<file path="config.mk">
export PLATFORM = sky130hd
export DESIGN_NAME = uart_reply_tx
export DESIGN_NICKNAME = d
export VERILOG_FILES = /design/src/rtl/uart_reply_tx.sv
export SDC_FILE = /design/constraint.sdc
export NUM_CORES = 1
export LEC_CHECK = 0
export CAP_MARGIN = 20
export CORE_MARGIN = 2
export CORE_UTILIZATION = 60
export DETAILED_ROUTE_END_ITERATION = 8
export GPL_TIMING_DRIVEN = 1
export HOLD_SLACK_MARGIN = 0.1
export PLACE_DENSITY = 0.81
export SKIP_LAST_GASP = 1
export SYNTH_ARGS = -nofsm -noshare
export SYNTH_HDL_FRONTEND = slang
export SYNTH_SLANG_ARGS = --single-unit
</file>
<file path="constraint.sdc">
create_clock -name sys_clk -period 2.86 [get_ports sys_clk]
set_clock_uncertainty 0.15 [all_clocks]
set_input_delay 0.858 -clock sys_clk [delete_from_list [all_inputs] [get_ports sys_clk]]
set_output_delay 0.858 -clock sys_clk [all_outputs]
set_load 0.01 [all_outputs]
</file>
<file path="src/rtl/uart_reply_tx.sv">
// UART reply transmitter: queues completed PSRAM transactions and sends
// each one as a framed, XOR-checksummed 8N1 byte packet on uart_tx.
module uart_reply_tx #(
   parameter int DELAY_FRAMES = 234,
   parameter int FIFO_DEPTH   = 4
) (
   input  logic        sys_clk,
   input  logic        sys_rst_n,
   input  logic        req_valid,
   input  logic        req_type,
   input  logic [23:0] req_addr,
   input  logic [15:0] req_data,
   output logic        req_ready,
   output logic        req_drop,
   output logic        busy,
   output logic        uart_tx
);

   localparam int PW = $clog2(FIFO_DEPTH);
   localparam int CW = (DELAY_FRAMES > 1) ? $clog2(DELAY_FRAMES) : 1;
   localparam logic [PW:0]   FULL     = (PW + 1)'(FIFO_DEPTH);
   localparam logic [CW-1:0] BAUD_MAX = CW'(DELAY_FRAMES - 1);

   localparam logic [1:0] S_IDLE  = 2'd0;
   localparam logic [1:0] S_START = 2'd1;
   localparam logic [1:0] S_DATA  = 2'd2;
   localparam logic [1:0] S_STOP  = 2'd3;

   logic [40:0]   mem_q [FIFO_DEPTH];
   logic [PW-1:0] wr_ptr_q, rd_ptr_q;
   logic [PW:0]   cnt_q;
   logic          push, pop;

   logic [1:0]    state_q, state_d;
   logic [CW-1:0] baud_q, baud_d;
   logic [2:0]    bit_q, bit_d;
   logic [2:0]    byte_q, byte_d;
   logic [7:0]    chk_q, chk_d;
   logic          type_q, type_d;
   logic [23:0]   addr_q, addr_d;
   logic [15:0]   data_q, data_d;
   logic          tx_q, tx_d;
   logic          drop_q;

   logic [7:0]    cur_byte;
   logic          last_byte;
   logic          baud_end;

   assign req_ready = (cnt_q != FULL);
   assign push      = req_valid & req_ready;
   assign busy      = (state_q != S_IDLE) | (cnt_q != '0);
   assign req_drop  = drop_q;
   assign uart_tx   = tx_q;
   assign baud_end  = (baud_q == BAUD_MAX);
   assign last_byte = (byte_q == (type_q ? 3'd6 : 3'd4));

   always_ff @(posedge sys_clk) begin
      if (push) mem_q[wr_ptr_q] <= {req_type, req_addr, req_data};
   end

   always_ff @(posedge sys_clk or negedge sys_rst_n) begin
      if (!sys_rst_n) begin
         wr_ptr_q <= '0;
         rd_ptr_q <= '0;
         cnt_q    <= '0;
         drop_q   <= 1'b0;
      end else begin
         drop_q <= req_valid & ~req_ready;
         if (push) wr_ptr_q <= wr_ptr_q + 1'b1;
         if (pop)  rd_ptr_q <= rd_ptr_q + 1'b1;
         unique case ({push, pop})
            2'b10:   cnt_q <= cnt_q + 1'b1;
            2'b01:   cnt_q <= cnt_q - 1'b1;
            default: cnt_q <= cnt_q;
         endcase
      end
   end

   // Byte 4 doubles as the checksum slot for write acknowledges.
   always_comb begin
      unique case (byte_q)
         3'd0:    cur_byte = type_q ? 8'h44 : 8'h41;
         3'd1:    cur_byte = addr_q[7:0];
         3'd2:    cur_byte = addr_q[15:8];
         3'd3:    cur_byte = addr_q[23:16];
         3'd4:    cur_byte = type_q ? data_q[7:0] : chk_q;
         3'd5:    cur_byte = data_q[15:8];
         default: cur_byte = chk_q;
      endcase
   end

   always_comb begin
      state_d = state_q;
      baud_d  = baud_q;
      bit_d   = bit_q;
      byte_d  = byte_q;
      chk_d   = chk_q;
      type_d  = type_q;
      addr_d  = addr_q;
      data_d  = data_q;
      pop     = 1'b0;
      unique case (state_q)
         S_IDLE: begin
            if (cnt_q != '0) begin
               pop = 1'b1;
               {type_d, addr_d, data_d} = mem_q[rd_ptr_q];
               byte_d  = '0;
               bit_d   = '0;
               baud_d  = '0;
               chk_d   = '0;
               state_d = S_START;
            end
         end
         S_START: begin
            if (baud_end) begin
               baud_d  = '0;
               bit_d   = '0;
               state_d = S_DATA;
            end else begin
               baud_d = baud_q + 1'b1;
            end
         end
         S_DATA: begin
            if (baud_end) begin
               baud_d = '0;
               if (bit_q == 3'd7) state_d = S_STOP;
               else               bit_d   = bit_q + 1'b1;
            end else begin
               baud_d = baud_q + 1'b1;
            end
         end
         S_STOP: begin
            if (baud_end) begin
               baud_d = '0;
               if (last_byte) begin
                  state_d = S_IDLE;
               end else begin
                  byte_d  = byte_q + 1'b1;
                  chk_d   = chk_q ^ cur_byte;
                  state_d = S_START;
               end
            end else begin
               baud_d = baud_q + 1'b1;
            end
         end
      endcase
   end

   // Line level is registered, so it trails the state by one cycle.
   always_comb begin
      unique case (state_q)
         S_START: tx_d = 1'b0;
         S_DATA:  tx_d = cur_byte[bit_q];
         default: tx_d = 1'b1;
      endcase
   end

   always_ff @(posedge sys_clk or negedge sys_rst_n) begin
      if (!sys_rst_n) begin
         state_q <= S_IDLE;
         baud_q  <= '0;
         bit_q   <= '0;
         byte_q  <= '0;
         chk_q   <= '0;
         type_q  <= 1'b0;
         addr_q  <= '0;
         data_q  <= '0;
         tx_q    <= 1'b1;
      end else begin
         state_q <= state_d;
         baud_q  <= baud_d;
         bit_q   <= bit_d;
         byte_q  <= byte_d;
         chk_q   <= chk_d;
         type_q  <= type_d;
         addr_q  <= addr_d;
         data_q  <= data_d;
         tx_q    <= tx_d;
      end
   end

endmodule

</file>
==> images/floorplan.png <==
Scale: 4 px per um. Pins as bars on the die edge. Tap cells in gray.
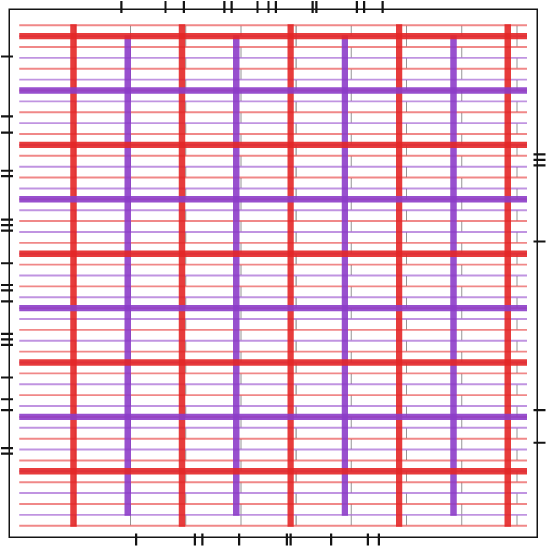
red -> VSS
purple -> VDD
tap cells = 216
met1 rails = 47
die outline width: 132 um
Core ar.: 15,900 um2
Die Ht: 132 um

==> images/class_map.png <==
Scale: 4 px per um. Fill, decap, tap and diode cells in gray.
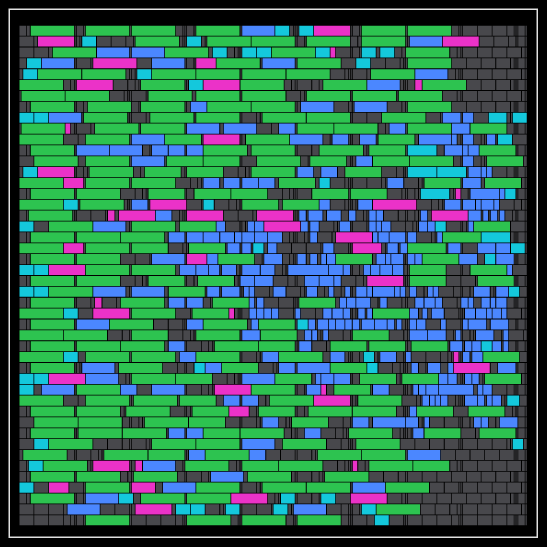
green -> registers  # cells 238
magenta -> clock drivers and dummy loads  # cells 46
cyan -> remaining buffers and delay cells  # cells 64
blue -> remaining logic cells  # cells 299
Finished Cell Area: 11,500 um2
sequential cell area share: 59.1%

==> results.py <==
# Flow results
metrics = {
    "setup_path": {
        "cp_top_family": "simple AND/OR/NAND/NOR gates",
        "rr_startpoint": "byte_q[0]",
        "cp-end-kind": "output port",
        "critPathSlowestCell": "dfrtp_1",
        "cp.arrival_ns": 1.73,
        "crit_chain": "nor3_2 > and2_1 > inv_1 > dlygate4sd2_1",
        "criticalPathCategory": "reg2out",
        "crit_required_ns": 1.85,
        "cp_max_fo": 4,
        "rr_worst_depth": 7,
        "max_stage_delay_ns": 0.42,
        "r2r_slack_ns": 0.28,
        "start_kind": "register",
        "r2r-end": "uart_tx",
        "crit_buf_inv": 2,
    },
    "final_layout": {
        "drive_gt1_share_pct": 24.0,
        "inverters": 19,
        "comb_cells": 280,
        "nNonClkBuffers": 64,
        "clk_share_pct": 7.42,
        "seq_cell_count": 238,
        "fill_cells": 970,
        "syn_to_final_growth_pct": 17.2,
        "buf_share_pct": 5.75,
        "mostFrequentLayoutCells": "164 x edfxtp_1, 72 x dfrtp_1, 45 x mux2_2",
        "lay_top_count": "edfxtp_1",
        "logic_area_um2": 2830,
        "seqCellArea_um2": 6780,
        "dominant_cells": "registers",
        "n_clock_buffer": 36,
        "n_antenna_cell": 0,
    },
    "synth": {
        "yosys.area.top_type": "edfxtp_1",
        "synth.avg_cell_area_um2": 17.5,
        "yosys_area_um2": 9780,
        "yosys-top-cells-count": "164 x edfxtp_1, 73 x dfrtp_1, 45 x mux2_2",
        "synthesis.nets": 624,
        "most_common_cell": "edfxtp_1",
        "top_area_share_pct": 50.4,
        "ys_warn_count": 0,
        "synth-seq-cells": 238,
        "syn-instance-count": 560,
        "async_reset_ff_share_pct": 31.1,
        "ys_seq_share_pct": 69.3,
        "synthFlopType": "edfxtp_1",
        "ys_types": 57,
    },
    "detailed_routing": {
        "drt_iter0_markers": 435,
        "firstDrtPassIters": 4,
        "antenna_left": 0,
        "wl_per_cell_um": 22.2,
        "route.detailed.drc": 0,
    },
    "floorplanning": {
        "fp_util_pct": 61.5,
        "dieArea_um2": 17300,
        "rows": 46,
        "boundaryPins": 48,
        "nWellTaps": 216,
    },
    "grt": {
        "antenna_found_initial": 0,
        "overflow": 0,
        "track_usage_pct": 23.3,
        "grt_max_degree": 44,
        "first_global_vias": 5599,
    },
    "timing": {
        "fmax_ghz": 0.365,
        "rsz0062_at_grt": "false",
        "hold_slack_ns": 0.172,
        "hold_viol": 0,
        "tns_ns": 0,
        "finalMaxSlewViolations": 0,
        "final-setup-viol-count": 0,
        "fin_crit_sh_pct": 95.7,
        "layout_min_cycle_time_ns": 2.74,
        "worst_pin_slew_ns": 0.670,
    },
    "power": {
        "p_int_mw": 8.56,
        "p_comb_share_pct": 31.2,
        "pg_seq_mw": 5.24,
        "top_power_group": "sequential cells",
        "power.density_nw_per_um2": 1080,
        "p_leak_nw": 4.13,
        "powerClk_mw": 3.27,
        "p_sw_mw": 3.83,
        "vdd_drop_max_mv": 0.803,
        "powerComb_mw": 3.87,
        "seqPwrFrac_pct": 42.3,
    },
    "outcome": {
        "status": "completed",
    },
    "cts": {
        "numCtsBuffers": 25,
        "cts.path.max_buffers": 3,
        "ctsRootBufferMaster": "clkbuf_16",
        "numClockSinks": 238,
        "cts.clk_slew.worst_paths_ns": 0.06,
        "cts_htree_levels": 1,
        "cts_tree": "yes",
    },
    "placement": {
        "portBuffers": 47,
        "place_congestion": 0.856,
    },
    "flow_run": {
        "cap_violations": 0,
        "warning_count": 37,
    },
}
==> images/clock_wires.png <==
Scale: 3 px per um.
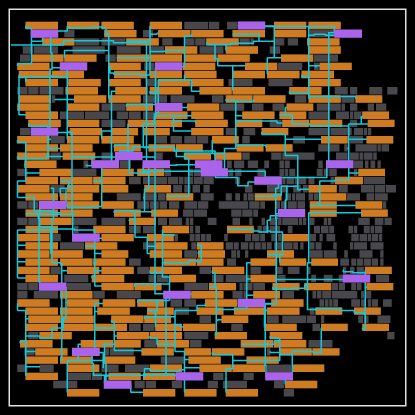
cyan -> clock wires  # length 2,680 um
purple -> clock-net drivers  # count 25
orange -> flip-flops  # count 238
routed clock nets = 26
flops lie = spread over the die
Insertion Delay late pin: 0.53 ns
clock power share: 26.4%

==> images/layers.png <==
Scale: 4 px per um.
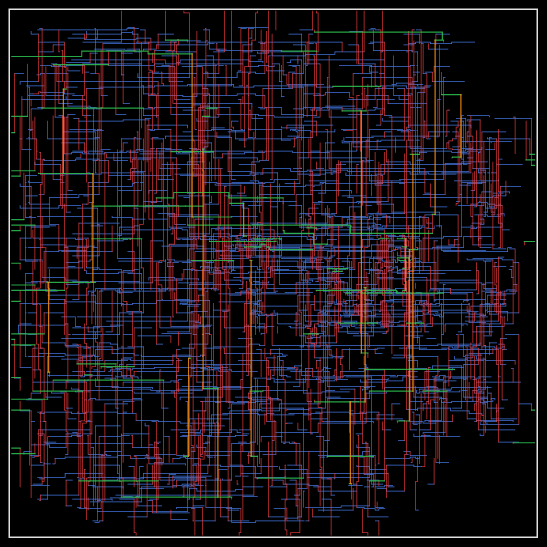
blue -> M1  # wire length 8,090 um
orange -> M4  # wire length 564 um
green -> M3  # wire length 805 um
red -> M2  # wire length 9,680 um
Routed WL: 19,100 um
via count: 5,231

[through the flow]
stage | cells | power [mW] | util [%] | setup slack (ns) | instance area, um2
final | 863 | 12.4 | 72.2 | 0.122 | 11500
after global routing | 863 | 13.0 | 72.2 | 0.00681 | 11500
after CTS | 863 | 12.5 | 72.1 | 0.0662 | 11500
after detailed placement | 815 | 9.15 | 66.7 | 0.00841 | 10600
after global placement | 815 | 8.92 | 66.7 | 0.142 | 10600
after floorplan | 560 | 7.92 | - | 0.367 | 9780
[state kept, by name, summed over array words and instances (netlist names)]
name,count
mem_q,164
addr_q,24
data_q,16
baud_q,8
chk_q,8
bit_q,3
byte_q,3
cnt_q,3
rd_ptr_q,2
state_q,2
wr_ptr_q,2
req_drop,1
type_q,1
uart_tx,1
[logic make-up after synthesis]
logic type	share of synthesized area, %
multiplexers	15.1
XOR/XNOR	0.896
flip-flops	69.3
buffers and inverters	1.82
AND-OR/OR-AND	5.54
AND/OR/NAND/NOR	4.65
adder cells (fa/ha/maj)	2.64
[what timing repair did]
item / in CTS / in global routing
buffers inserted: 2 / 0
resized: 2 / 1
endpoints found under the setup margin: 1 / 1
cloned: 0 / 0
[per-layer routing]
metal  GRT usage [%]  up-vias  part of all wire, %
met4            7.00        0                  2.9
met5               0        -                    0
li1                -     2336                    -
met2            39.6      156                   51
met1            32.1     2702                   42
met3            3.16       37                  4.2
[worst max path at each step]
stage,from,cells after the start,slack (ns),end
after floorplan,state_q[0],11,0.37,cnt_q[2]
after global placement,req_valid,8,0.14,cnt_q[2]
after detailed placement,req_valid,8,0.008,cnt_q[2]
after CTS,cnt_q[1],3,0.07,req_ready
after global routing,state_q[0],5,0.007,busy
final,cnt_q[1],4,0.12,busy
Power and IR drop assume default switching activity.
